<file path="src/rtl/cpu_pkg.sv">
// rtl/cpu_pkg.sv - shared word width, data-memory responder states and address helper
package cpu_pkg;

    localparam int WORD_W = 32;

    typedef enum logic [1:0] {
        IDLE,
        WAIT,
        RESP
    } dmem_state_t;

    // Byte address to word index; upper bits beyond the array are dropped so accesses wrap.
    function automatic logic [WORD_W-1:0] word_index(input logic [WORD_W-1:0] addr, input int depth);
        return (addr >> 2) & WORD_W'(depth - 1);
    endfunction

endpackage

</file>
<file path="src/rtl/dmem_array.sv">
// rtl/dmem_array.sv - DEPTH x WORD_W storage, synchronous write, asynchronous read
module dmem_array
    import cpu_pkg::*;
#(
    parameter int DEPTH = 32
) (
    input  logic                     clk_i,
    input  logic                     we_i,
    input  logic [$clog2(DEPTH)-1:0] addr_i,
    input  logic [WORD_W-1:0]        wdata_i,
    output logic [WORD_W-1:0]        rdata_o
);

    logic [WORD_W-1:0] mem_q [DEPTH];

    always_ff @(posedge clk_i) begin
        if (we_i) begin
            mem_q[addr_i] <= wdata_i;
        end
    end

    assign rdata_o = mem_q[addr_i];

endmodule

</file>
<file path="src/rtl/dmem_responder.sv">
// rtl/dmem_responder.sv - multi-cycle data-memory responder for the MEM stage
module dmem_responder
    import cpu_pkg::*;
#(
    parameter int DEPTH   = 32,
    parameter int LATENCY = 3
) (
    input  logic              clk_i,
    input  logic              rst_i,
    input  logic [WORD_W-1:0] Address_i,
    input  logic [WORD_W-1:0] WriteData_i,
    input  logic              MemRead_i,
    input  logic              MemWrite_i,
    output logic [WORD_W-1:0] data_o,
    output logic              ack_o,
    output logic              stall_o,
    output logic              err_o
);

    localparam int IDX_W = $clog2(DEPTH);

    dmem_state_t       state_q;
    logic [3:0]        cnt_q;
    logic              wr_q;
    logic [IDX_W-1:0]  idx_q;
    logic [WORD_W-1:0] wdata_q;
    logic [WORD_W-1:0] data_q;
    logic              ack_q;
    logic              err_q;

    logic              req;
    logic              commit;
    logic              mem_we;
    logic [WORD_W-1:0] rd_data;

    assign req    = MemRead_i | MemWrite_i;
    assign commit = (state_q == WAIT) && (cnt_q == 4'd0);
    // A reset on the commit edge must suppress the store as well as the FSM update.
    assign mem_we = commit & wr_q & ~rst_i;

    dmem_array #(
        .DEPTH(DEPTH)
    ) u_array (
        .clk_i  (clk_i),
        .we_i   (mem_we),
        .addr_i (idx_q),
        .wdata_i(wdata_q),
        .rdata_o(rd_data)
    );

    always_ff @(posedge clk_i) begin
        if (rst_i) begin
            state_q <= IDLE;
            cnt_q   <= 4'd0;
            data_q  <= '0;
            ack_q   <= 1'b0;
            err_q   <= 1'b0;
        end else begin
            ack_q <= 1'b0;
            case (state_q)
                IDLE: begin
                    if (req) begin
                        wr_q    <= MemWrite_i;
                        idx_q   <= IDX_W'(word_index(Address_i, DEPTH));
                        wdata_q <= WriteData_i;
                        cnt_q   <= 4'(LATENCY - 1);
                        state_q <= WAIT;
                        if ((Address_i[1:0] != 2'b00) || (MemRead_i && MemWrite_i)) begin
                            err_q <= 1'b1;
                        end
                    end
                end
                WAIT: begin
                    if (cnt_q != 4'd0) begin
                        cnt_q <= cnt_q - 4'd1;
                    end else begin
                        if (!wr_q) begin
                            data_q <= rd_data;
                        end
                        ack_q   <= 1'b1;
                        state_q <= RESP;
                    end
                end
                RESP: begin
                    state_q <= IDLE;
                end
                default: begin
                    state_q <= IDLE;
                end
            endcase
        end
    end

    assign stall_o = ((state_q == IDLE) && req) || (state_q == WAIT);
    assign data_o  = data_q;
    assign ack_o   = ack_q;
    assign err_o   = err_q;

endmodule

</file>
<file path="config.mk">
export PLATFORM = sky130hd
export DESIGN_NAME = dmem_responder
export DESIGN_NICKNAME = d
export VERILOG_FILES = /design/src/rtl/cpu_pkg.sv /design/src/rtl/dmem_array.sv /design/src/rtl/dmem_responder.sv
export SDC_FILE = /design/constraint.sdc
export NUM_CORES = 1
export LEC_CHECK = 0
export CELL_PAD_IN_SITES_DETAIL_PLACEMENT = 0
export CELL_PAD_IN_SITES_GLOBAL_PLACEMENT = 1
export CORE_MARGIN = 10
export CORE_UTILIZATION = 54
export DETAILED_ROUTE_END_ITERATION = 6
export PLACE_DENSITY = 0.9
export SYNTH_ARGS = -nofsm -noshare
export SYNTH_HDL_FRONTEND = slang
export SYNTH_HIERARCHICAL = 1
export SYNTH_SLANG_ARGS = --single-unit
</file>
<file path="constraint.sdc">
create_clock -name clk_i -period 6.1 [get_ports clk_i]
set_input_delay 1.525 -clock clk_i [delete_from_list [all_inputs] [get_ports clk_i]]
set_output_delay 1.525 -clock clk_i [all_outputs]
set_load 0.03 [all_outputs]
</file>
Figure 1. Ports around the boundary.
The bar under the picture is 100 um long. Pins as bars across the die edge, other pins in grey.
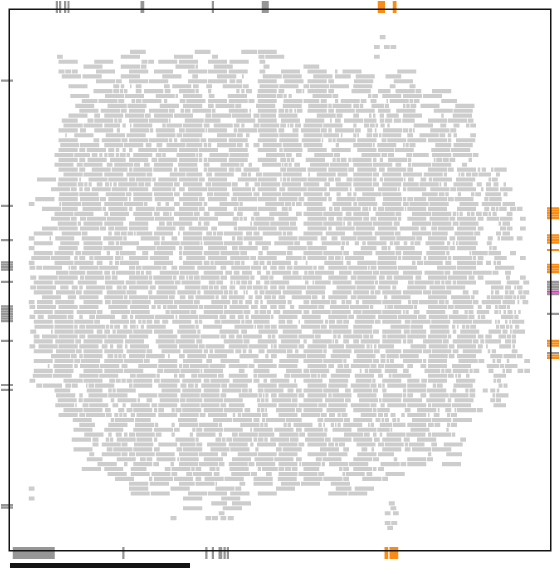
port	colour	pins	direction	edge
`stall_o`	magenta	1	output	right
`data_o`	orange	32	output	19 right, 7 bottom, 6 top
Chip Height: 299 um
Die W: 299 um
I/O Buffers: 77

Figure 2. Placement view.
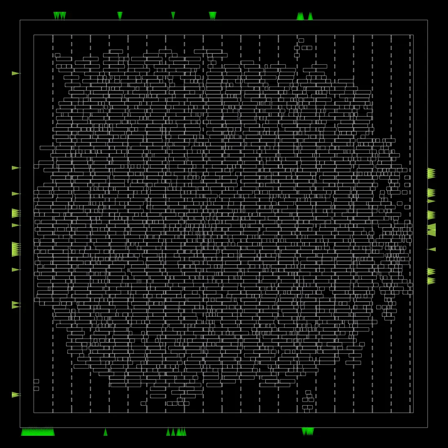
core footprint: 77300 um2
final std cells w/o fill: 3523

==> Changelog: implementation <==
### Metrics

* Status: completed
* Leak at 16.0 nW
* CTS tree: done
* Worst-path fanout max at 4
* Layout Nets at 2467
* Routed WL at 97900 um
* Ant. Diodes at 0
* CP max stage cell: clkdlybuf4s50_1
* Fp util at 54.5%
* Max-slew violation count at 0
* DRC errors left at 0
* Final Power at 15.5 mW
* Reg-to-reg slack, setup at 1810 ps
* M1 WL at 37500 um
* Tot GR Track Use at 21.3%
* Post-CTS Setup Bufs at 0
* Routed vias/inst at 6.31
* Worst EP arrival at 2900 ps
* CTS buffer count at 104
* Routed wl met2 at 46700 um
* CTS max path bufs at 3
* Worst Path Required at 4580 ps
* Clk slew on worst S/H paths at 60 ps
* Syn avg cell area at 18.2 um2
* First-pass GRT wire length at 143000 um
* Synth Flop Type: edfxtp_1
* CP Launch Type: input port
* Cells after Synth at 2312
* RePlAce Congestion at 0.821
* Clock Tree Root: clkbuf_16
* Sink Count at 1102
* Peak Freq at 226 MHz
* Final ANT Viol Nets at 0
* HPWL Detailed at 53900 um
* Die area at 89600 um2
* Clk latency late pin at 680 ps
* Critical path endpoint category: output pin
* GRT overflow at 0
* Top Layout Cells: 1062 x edfxtp_1, 512 x mux2i_1, 256 x o22ai_1
* Hold Path Class: reg2reg
* Worst-Margin Slew at 1360 ps
* Pwr dens at 328 nW/um2
* RSZ-0062 raised after global routing: no
* OpenROAD warnings at 57
* Hold Crit Start: data_o[4]$_SDFFE_PP0P_
* Top cell excl fill/tap: edfxtp_1
* WL met3 at 10700 um
* WL per Instance at 27.8 um
* Synthesized area at 42100 um2
* Initial DRC count at 2503
* Footprint of the multi-input gates at 8840 um2
* Most frequent cell on the critical path: clkdlybuf4s50_1
* Syn_nets at 2382
* Drt first pass iters at 6
* Vias after detailed routing at 22233
* Distinct cell type count after synthesis at 42
* Crit path cell chain: clkdlybuf4s50_1, nor3_1, nor2_1, clkdlybuf4s50_1
* Critical Path Source: MemWrite_i
* Hold slack at 469 ps
* Critical path class: in2out
* Post-synth EDFFs at 1062
* Fillers at 5249
* Ys flops at 1102
* Final setup fails at 0
* Yosys cell count at 2312
* Register area at 32700 um2
* H-tree Lvls at 3
* Yosys stat chip area at 42100 um2
* Antenna violations before repair at 0
* Post-cts resize count at 0
* CTS Hold Bufs at 0
* Slew headroom at 8.56%
* Top routing layer used: met4
* CP peak stage delay at 680 ps
* Min Tclk post-route at 4420 ps
* R2r startpoint: idx_q[2]$_DFFE_PP_
* Worst Clk Skew at 23.0 ps
* Worst vdd ir at 256 uV
* Final Hold Vio Count at 0
* Ys Warns at 6
* Max-cap violations at 0
* P&R area growth vs syn at 12.4%
* Share of synthesized registers carrying an async set or reset at 0%
* Largest net degree at the start of global routing at 159
* Vias in the first global route at 22591
* TNS Setup at 0 ps
* Final core occ at 61.2%
* Tcrit/Tclk final at 72.5%
* Register area share after synthesis at 77.6%
* Top Ports at 103
* # rows at 102
* Layout cell share with drive strength beyond 1 at 10.1%
[Yosys cell counts (2+ instances only)]
master | n | area [um2]
a211oi_1 | 3 | 22.5
o22ai_1 | 256 | 1600
dfxtp_1 | 40 | 801
buf_6 | 23 | 259
nand2_1 | 35 | 131
o31ai_2 | 5 | 62.6
nand4bb_1 | 6 | 67.6
or4b_4 | 3 | 41.3
or3_1 | 2 | 12.5
buf_2 | 86 | 430
a21oi_1 | 34 | 170
nor3_1 | 8 | 40.0
o31ai_1 | 27 | 203
or3b_2 | 3 | 26.3
nand4b_1 | 36 | 315
mux2i_1 | 512 | 5120
buf_4 | 2 | 15.0
o21ai_0 | 2 | 10.0
inv_1 | 3 | 11.3
or4_1 | 2 | 15.0
buf_1 | 3 | 11.3
or2_2 | 2 | 12.5
ha_1 | 2 | 25.0
nor2_1 | 33 | 124
clkbuf_1 | 38 | 143
nor4_1 | 64 | 400
edfxtp_1 | 1062 | 31900
nand3_1 | 3 | 15.0
nand3b_1 | 4 | 30.0
[per-stage QoR]
stage | instance area [um2] | worst slack, ps | cells
2_1_floorplan | 42100 | 913 | 2312
3_3_place_gp | 44100 | 1370 | 3331
3_5_place_dp | 44100 | 1220 | 3331
4_1_cts | 47300 | 1650 | 3523
5_1_grt | 47300 | 1600 | 3523
6_report | 47300 | 1680 | 3523
[where the power goes]
group | leakage (nW) | switching, mW | internal [mW] | total, mW
clock | 1.59 | 2.68 | 3.49 | 6.17
sequential | 9.88 | 0.177 | 8.39 | 8.57
combinational | 4.49 | 0.513 | 0.294 | 0.808
[worst paths after layout]
check	to	cells past startpoint
setup / recovery	stall_o	4
hold / removal	data_o[4]$_SDFFE_PP0P_	2
setup reg to reg	data_o[19]$_SDFFE_PP0P_	7
hold reg to reg	data_o[4]$_SDFFE_PP0P_	2
[flip-flops by register name (all words and copies together) (netlist names)]
| name | flops |
|---|---|
| state_q | 2 |
| wdata_q | 32 |
| idx_q | 5 |
| wr_q | 1 |
| cnt_q | 4 |
| ack_o | 1 |
| u_array/mem_q | 1024 |
| data_o | 32 |
| err_o | 1 |
[layout make-up]
class	count	area share (%)
Sequential cell	1102	69.1
Multi-Input combinational cell	1055	18.7
Clock buffer	147	6.06
Tap cell	1040	2.75
Timing Repair Buffer	131	2.61
Clock inverter	45	0.801
Inverter	3	0.0238
[critical path: cells and delay by family]
family | cells | cell delay [ps]
buffers and inverters | 2 | 1210
and+or+nand+nor | 2 | 160
[metal layers]
metal  up-vias  global-route usage, %
li1       9567                      -
met1     11250                   28.4
met2      1201                   33.8
met3       215                   5.22
met4         0                   8.01
met5         -                  0.270
[cells by family (layout without fill, tap and decap cells)]
group,count (synthesis),in the layout,synth area share [%]
flops,1102,1102,77.6
mux,512,512,12.2
compound gates,331,331,4.99
simple gates,210,210,3.10
buf+inv,155,326,2.06
fa+ha+maj,2,2,0.0594
Power is estimated from default activity; no workload was simulated.
